<file path="config.mk">
export PLATFORM = sky130hd
export DESIGN_NAME = multicycle_sequencer
export DESIGN_NICKNAME = d
export VERILOG_FILES = /design/src/rtl/multicycle_sequencer.sv
export SDC_FILE = /design/constraint.sdc
export NUM_CORES = 1
export LEC_CHECK = 0
export ABC_AREA = 1
export CORE_AREA = 2 2 39 41
export DETAILED_ROUTE_END_ITERATION = 7
export DIE_AREA = 0 0 41 43
export GPL_TIMING_DRIVEN = 0
export PLACE_DENSITY = 0.69
export SLEW_MARGIN = 0
export SYNTH_ARGS = -nofsm -noshare
export SYNTH_HDL_FRONTEND = slang
export SYNTH_SLANG_ARGS = --single-unit
</file>
<file path="constraint.sdc">
create_clock -name clk -period 3.2 [get_ports clk]
set_input_delay 0.48 -clock clk [delete_from_list [all_inputs] [get_ports clk]]
set_output_delay 0.48 -clock clk [all_outputs]
set_load 0.02 [all_outputs]
</file>
<file path="src/rtl/multicycle_sequencer.sv">
// Execute-stage sequencer for multi-cycle multiply/divide ops with flush drain.
// Optional watchdog abort on WAIT/DRAIN timeout: define EXEC_WATCHDOG_EN.
module multicycle_sequencer #(
  parameter int unsigned TIMEOUT_CYCLES = 128
) (
  input  logic       clk,
  input  logic       reset,
  input  logic       op_valid,
  input  logic [1:0] op_kind,
  input  logic       flush,
  input  logic       mult_done,
  input  logic       div_done,
  output logic       mult_start,
  output logic       div_start,
  output logic       stall,
  output logic [1:0] result_sel,
  output logic       result_valid,
  output logic       busy,
  output logic       error
);

  typedef enum logic [2:0] {
    S_IDLE,
    S_START,
    S_WAIT,
    S_COMPLETE,
    S_DRAIN
  } state_t;

  localparam logic [1:0] K_MUL = 2'b01;
  localparam logic [1:0] K_DIV = 2'b10;

  if (TIMEOUT_CYCLES < 2 || TIMEOUT_CYCLES > 255) begin : g_chk
    $error("TIMEOUT_CYCLES must be in 2..255");
  end

  state_t     r_state;
  state_t     w_next;
  logic [1:0] r_kind;
  logic       w_multi;
  logic       w_accept;
  logic       w_done;

  assign w_multi  = op_valid && (op_kind == K_MUL || op_kind == K_DIV);
  assign w_accept = (r_state == S_IDLE) && w_multi && !flush;
  assign w_done   = (r_kind == K_MUL && mult_done) ||
                    (r_kind == K_DIV && div_done);

`ifdef EXEC_WATCHDOG_EN
  logic [7:0] r_cnt;
  logic       r_error;
  logic       w_timeout;
  logic       w_abort;
  logic       w_wd_state;
  logic       w_wd_enter;

  assign w_wd_state = (r_state == S_WAIT) || (r_state == S_DRAIN);
  assign w_wd_enter = (w_next == S_WAIT || w_next == S_DRAIN) &&
                      (w_next != r_state);
  assign w_timeout  = w_wd_state &&
                      (r_cnt == 8'(TIMEOUT_CYCLES - 1));

  always_ff @(posedge clk or posedge reset) begin
    if (reset) begin
      r_cnt   <= 8'd0;
      r_error <= 1'b0;
    end else begin
      if (w_wd_enter)
        r_cnt <= 8'd0;
      else if (w_wd_state)
        r_cnt <= r_cnt + 8'd1;
      if (w_abort)
        r_error <= 1'b1;
    end
  end

  assign error = r_error;
`else
  assign error = 1'b0;
`endif

  always_ff @(posedge clk or posedge reset) begin
    if (reset) begin
      r_state <= S_IDLE;
      r_kind  <= 2'b00;
    end else begin
      r_state <= w_next;
      if (w_accept)
        r_kind <= op_kind;
    end
  end

  always_comb begin
    w_next       = r_state;
    stall        = 1'b0;
    mult_start   = 1'b0;
    div_start    = 1'b0;
    result_valid = 1'b0;
    result_sel   = r_kind;
    busy         = (r_state != S_IDLE);
`ifdef EXEC_WATCHDOG_EN
    w_abort      = 1'b0;
`endif
    unique case (r_state)
      S_IDLE: begin
        if (w_accept) begin
          stall  = 1'b1;
          w_next = S_START;
        end else if (op_valid && !w_multi) begin
          result_sel = op_kind;
        end
      end
      S_START: begin
        stall      = 1'b1;
        mult_start = (r_kind == K_MUL);
        div_start  = (r_kind == K_DIV);
        w_next     = flush ? S_DRAIN : S_WAIT;
      end
      S_WAIT: begin
        stall = 1'b1;
        // Done alongside flush: unit already finished, nothing to drain.
        if (w_done)
          w_next = flush ? S_IDLE : S_COMPLETE;
        else if (flush)
          w_next = S_DRAIN;
`ifdef EXEC_WATCHDOG_EN
        else if (w_timeout) begin
          w_next  = S_IDLE;
          w_abort = 1'b1;
        end
`endif
      end
      S_COMPLETE: begin
        result_valid = 1'b1;
        w_next       = S_IDLE;
      end
      S_DRAIN: begin
        stall = w_multi;
        if (w_done)
          w_next = S_IDLE;
`ifdef EXEC_WATCHDOG_EN
        else if (w_timeout) begin
          w_next  = S_IDLE;
          w_abort = 1'b1;
        end
`endif
      end
      default: w_next = S_IDLE;
    endcase
  end

endmodule

</file>
**Run 1: cell placement**

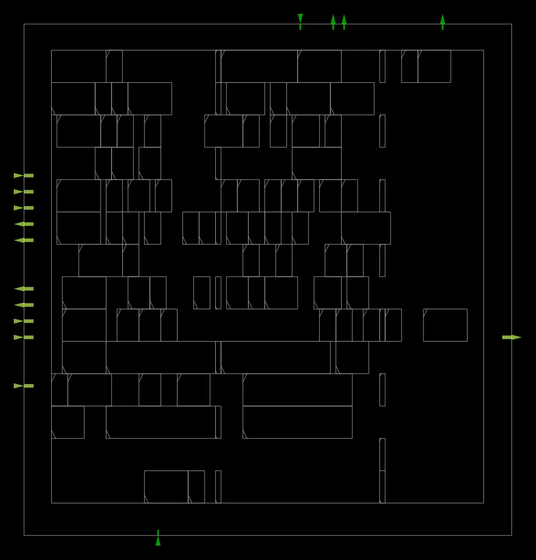
Core Region: 1384 µm²
Finished Core Util: 44.94%
flop count: 5
final non-filler cell total: 102
fill cell total of the finished layout: 147

**Run 1: port wiring**

(6 px per µm)
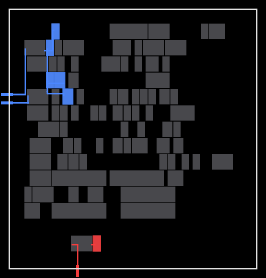
[red] reset | bits: 1 | direction: input | end cells: 1 | buffers: 1 | wire: 5.10 µm
[blue] op_kind | bits: 2 | direction: input | end cells: 5 | buffers: 2 | wire: 32.2 µm
Boundary Pins: 16
number of buffer cells added on primary ports: 14

**Run 1: placement by cell class**

(8 px per µm)
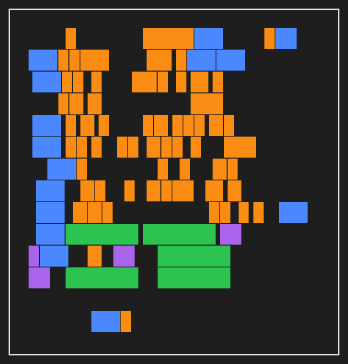
[orange] combinational and other logic | cells: 62 | share of their area: 50%
[blue] other buffers and delay cells | cells: 15 | share of their area: 25%
[purple] clock drivers and dummy loads | cells: 4 | share of their area: 4.4%
[green] flops | cells: 5 | share of their area: 21%
post-route cell area: 621.8 µm²
number of rows in the core area: 14
register fraction of the total cell area: 20.12%

==> job_summary.md, run 1 <==
## PnR job results

| Metric | Value |
|---|---|
| Share of power burned in combinational logic | `63.7%` |
| Pre-CTS WS | `0.6027 ns` |
| Dominant kind of cell by area | `logic gates` |
| Level count of the clock H-tree | `1` |
| Final non-clock buffer share | `23.74%` |
| Delay contributed by the slowest stage of the critical path | `0.61 ns` |
| Routed WL | `904 µm` |
| Peak Freq | `386.3 MHz` |
| Outcome | `finished clean` |
| Netlist area before placement | `435.4 µm²` |
| Pin count of the biggest net entering global routing | `6` |
| Worst-skew pair later-pin latency | `0.24 ns` |
| Detailed placer's ending HPWL | `791.2 µm` |
| Antenna diode instance count | `0` |
| Power density normalized to cell area | `866.7 nW/µm²` |
| Number of antenna violations at the first check in global routing | `0` |
| Cells along the critical path | `clkdlybuf4s50_1 -> inv_1 -> nand2_1 -> nand3_2 -> clkinv_1 -> nand3_4 -> nand4_1 -> clkdlybuf4s50_1` |
| Clock buf/inv share | `4.225%` |
| Final number of max-transition violations | `0` |
| Multi-input comb cells | `48` |
| Pre-Place Util | `31.46%` |
==> run 1: flip-flops by register name, indices dropped and copies added (netlist names) <==
register,flops
r_kind,2
r_state,3
==> run 1: path summary, 6_finish.rpt <==
kind	cells after the start	slack, ns	endpoint	start
max	8	0.61	stall	op_kind[0]
min	2	0.43	r_state[1]$_DFFE_PP0P_	reset
max reg2reg	7	2.09	r_state[0]$_DFFE_PP0P_	r_kind[1]$_DFFE_PP0P_
min reg2reg	2	0.59	r_kind[1]$_DFFE_PP0P_	r_kind[1]$_DFFE_PP0P_
max in group asynchronous	2	2.60	r_kind[1]$_DFFE_PP0P_	reset
min in group clk	2	0.59	r_kind[1]$_DFFE_PP0P_	r_kind[1]$_DFFE_PP0P_
==> run 1: cells in the mapped netlist <==
master / n / area, µm²
a21oi_1: 1 / 5.000
buf_4: 1 / 7.510
clkinv_1: 1 / 3.750
clkinv_4: 1 / 8.760
conb_1: 1 / 3.750
dfrtp_1: 5 / 125.1
inv_1: 12 / 45.04
nand2_1: 18 / 67.56
nand2_4: 1 / 11.26
nand3_1: 7 / 35.03
nand3_2: 1 / 10.01
nand3_4: 1 / 17.52
nand4_1: 2 / 12.51
nor2_1: 8 / 30.03
nor2_4: 1 / 11.26
nor3_1: 3 / 15.01
o211ai_1: 1 / 7.510
o21ai_1: 2 / 10.01
o21ai_2: 1 / 8.760
==> run 1: power groups by stage <==
| stage | combinational [µW] | clock, µW | sequential (µW) |
|---|---|---|---|
| final | 343 | 71.3 | 124 |
| after global routing | 380 | 81.1 | 128 |
| after global placement | 342 | 0 | 124 |
| after floorplan | 231 | 0 | 118 |
| after CTS | 348 | 74.9 | 124 |
| after detailed placement | 346 | 0 | 126 |
==> run 1: critical path, delay by kind of cell <==
family | cells | cell delay (ns)
simple gates | 4 | 0.34
buf+inv | 4 | 1.28
**Run 1: placement density heat map**

(8 px per µm) 8 x 9 tiles, from dark blue (low) to red (high), 0 to 100% covered.
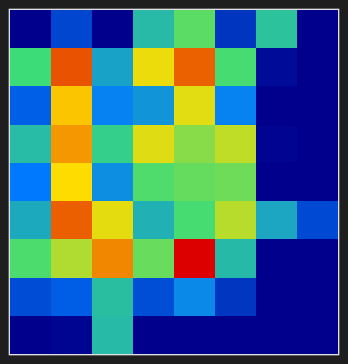

==> run 2, diff against run 1 <==
--- a/config.mk
+++ b/config.mk
@@ -10,7 +10,7 @@
 export DETAILED_ROUTE_END_ITERATION = 7
 export DIE_AREA = 0 0 41 43
 export GPL_TIMING_DRIVEN = 0
-export PLACE_DENSITY = 0.69
+export PLACE_DENSITY = 0.71
 export SLEW_MARGIN = 0
 export SYNTH_ARGS = -nofsm -noshare
 export SYNTH_HDL_FRONTEND = slang
==> constraint.sdc (replaced) <==
create_clock -name clk -period 2.36 [get_ports clk]
set_input_delay 0.354 -clock clk [delete_from_list [all_inputs] [get_ports clk]]
set_output_delay 0.354 -clock clk [all_outputs]
set_load 0.02 [all_outputs]
**Run 2: placement density heat map**

(8 px per µm) 8 x 9 tiles, from dark blue (low) to red (high), 0 to 100% covered.
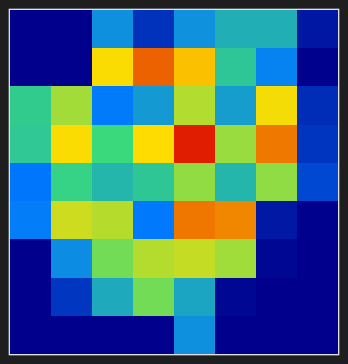
nearly empty tiles: 28%
mean over tiles: 34%
fullest tile: 97%
Finished Core Util: 45.21%
Pre-Place Util: 31.46%

==> run 2 against run 1 <==
  * Global-route usage down 0.087 points
  * Utilization rose by 0.27 points
  * Via count is 2.0% higher
  * Combinational power rose by 31%
  * Largest cell class unchanged
  * Largest power group unchanged
==> job_summary.md, run 2 <==
## PnR job results

| Metric | Value |
|---|---|
| Outcome | `finished clean (unchanged)` |
| Final number of max-transition violations | `0 (unchanged)` |
| Asr flop ratio synth | `100.0% (unchanged)` |
| Top post-synthesis cells by count | `18 x nand2_1, 12 x inv_1, 8 x nor2_1 (unchanged)` |
| Share of power burned in combinational logic | `62.6% (was 63.7%)` |
| R2R cell count | `7 (unchanged)` |
| Cells along the critical path | `inv_1 -> nand3_1 -> nor3_1 -> clkdlybuf4s50_1 (was clkdlybuf4s50_1 -> inv_1 -> nand2_1 -> nand3_2 -> clkinv_1 -> nand3_4 -> nand4_1 -> clkdlybuf4s50_1)` |
| Max reg flops | `3 (unchanged)` |
| Routed WL | `927 µm (was 904 µm)` |
| Number of antenna violations at the first check in global routing | `0 (unchanged)` |
| Largest registers in the final layout | `r_state x3, r_kind x2 (unchanged)` |
| Pin count of the biggest net entering global routing | `6 (unchanged)` |
| Worst-skew pair later-pin latency | `0.24 ns (about the same)` |
| Power density normalized to cell area | `1148 nW/µm² (was 866.7 nW/µm²)` |
| Capturing element of the worst setup path | `mult_start (was stall)` |
| Number of rows in the core area | `14 (unchanged)` |
| Netlist area before placement | `435.4 µm² (unchanged)` |
| Delay contributed by the slowest stage of the critical path | `0.63 ns (was 0.61 ns)` |
| Largest area contributor in the netlist | `dfrtp_1 (unchanged)` |
| Top area cells in the synthesized netlist | `dfrtp_1 29%, nand2_1 16%, inv_1 10% (unchanged)` |
| Register-to-register setup slack | `1.26 ns (was 2.09 ns)` |
| Start of the worst register-to-register path | `r_kind[1]$_DFFE_PP0P_ (unchanged)` |
| Core Region | `1384 µm² (unchanged)` |
| Level count of the clock H-tree | `1 (unchanged)` |
**Run 2: placement by cell class**

(8 px per µm)
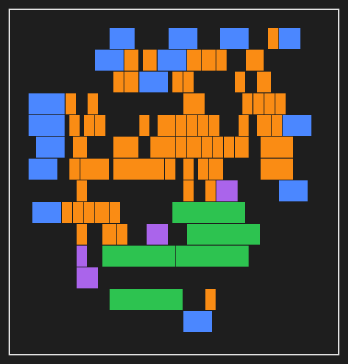
[blue] other buffers and delay cells | cells: 15 | share of their area: 25%
[orange] combinational and other logic | cells: 62 | share of their area: 50%
[green] flops | cells: 5 | share of their area: 21%
[purple] clock drivers and dummy loads | cells: 4 | share of their area: 4.3%
register fraction of the total cell area: 20.00%
post-route cell area: 625.6 µm²

-- run 2: power by group through the flow --
stage	Sequential (µW)	Clock, µW	Combinational [µW]
global placement	174	0	458
finish	173	96.0	449
CTS	174	101	458
global route	181	107	503
detailed placement	175	0	465
floorplan	160	0	313
-- run 2: worst min-delay path by stage --
| stage | startpoint | end | slack [ns] | cells past startpoint |
|---|---|---|---|---|
| floorplan | reset | r_kind[0]$_DFFE_PP0P_ | 0.13 | 1 |
| global placement | reset | r_state[0]$_DFFE_PP0P_ | 0.56 | 2 |
| detailed placement | reset | r_kind[0]$_DFFE_PP0P_ | 0.57 | 2 |
| CTS | reset | r_state[2]$_DFFE_PP0P_ | 0.31 | 2 |
| global route | reset | r_state[2]$_DFFE_PP0P_ | 0.33 | 2 |
| finish | reset | r_state[2]$_DFFE_PP0P_ | 0.31 | 2 |
-- run 2: cell families after synthesis --
kind of cell	after synthesis
compound gates	5
buf+inv	15
other cells	1
flops	5
simple gates	42
-- run 2: metrics by stage --
stage | instances | power (µW)
after detailed placement | 98 | 639.9
after floorplan | 68 | 472.9
after global routing | 102 | 790.7
after global placement | 98 | 631.6
final | 102 | 718.1
after CTS | 102 | 733.2
-- run 2: critical path, delay by kind of cell, from the launching register on --
kind                   cells  cell delay [ns]
DFF                        1             0.40
and+or+nand+nor            2             0.35
buffers and inverters      2             0.78
-- run 2: what timing repair did --
action                                 CTS  global route
endpoints found under the hold margin    0             0
pin swaps                                0             0
gates resized                            1             2
cloned                                   0             0
setup endpoints to repair                1             2
-- run 2: layout make-up --
cell class              instances  area [µm²]
multi-input cells              48       245.2
fillers                       158       758.2
plain buffers                   1       7.507
repair buffers                 14       143.9
flip-flops and latches          5       125.1
well taps                      16       20.02
inverters                      14       57.56
clock buffers                   4       26.28
Power figures rest on the tool's default switching activity, not on a simulated workload.
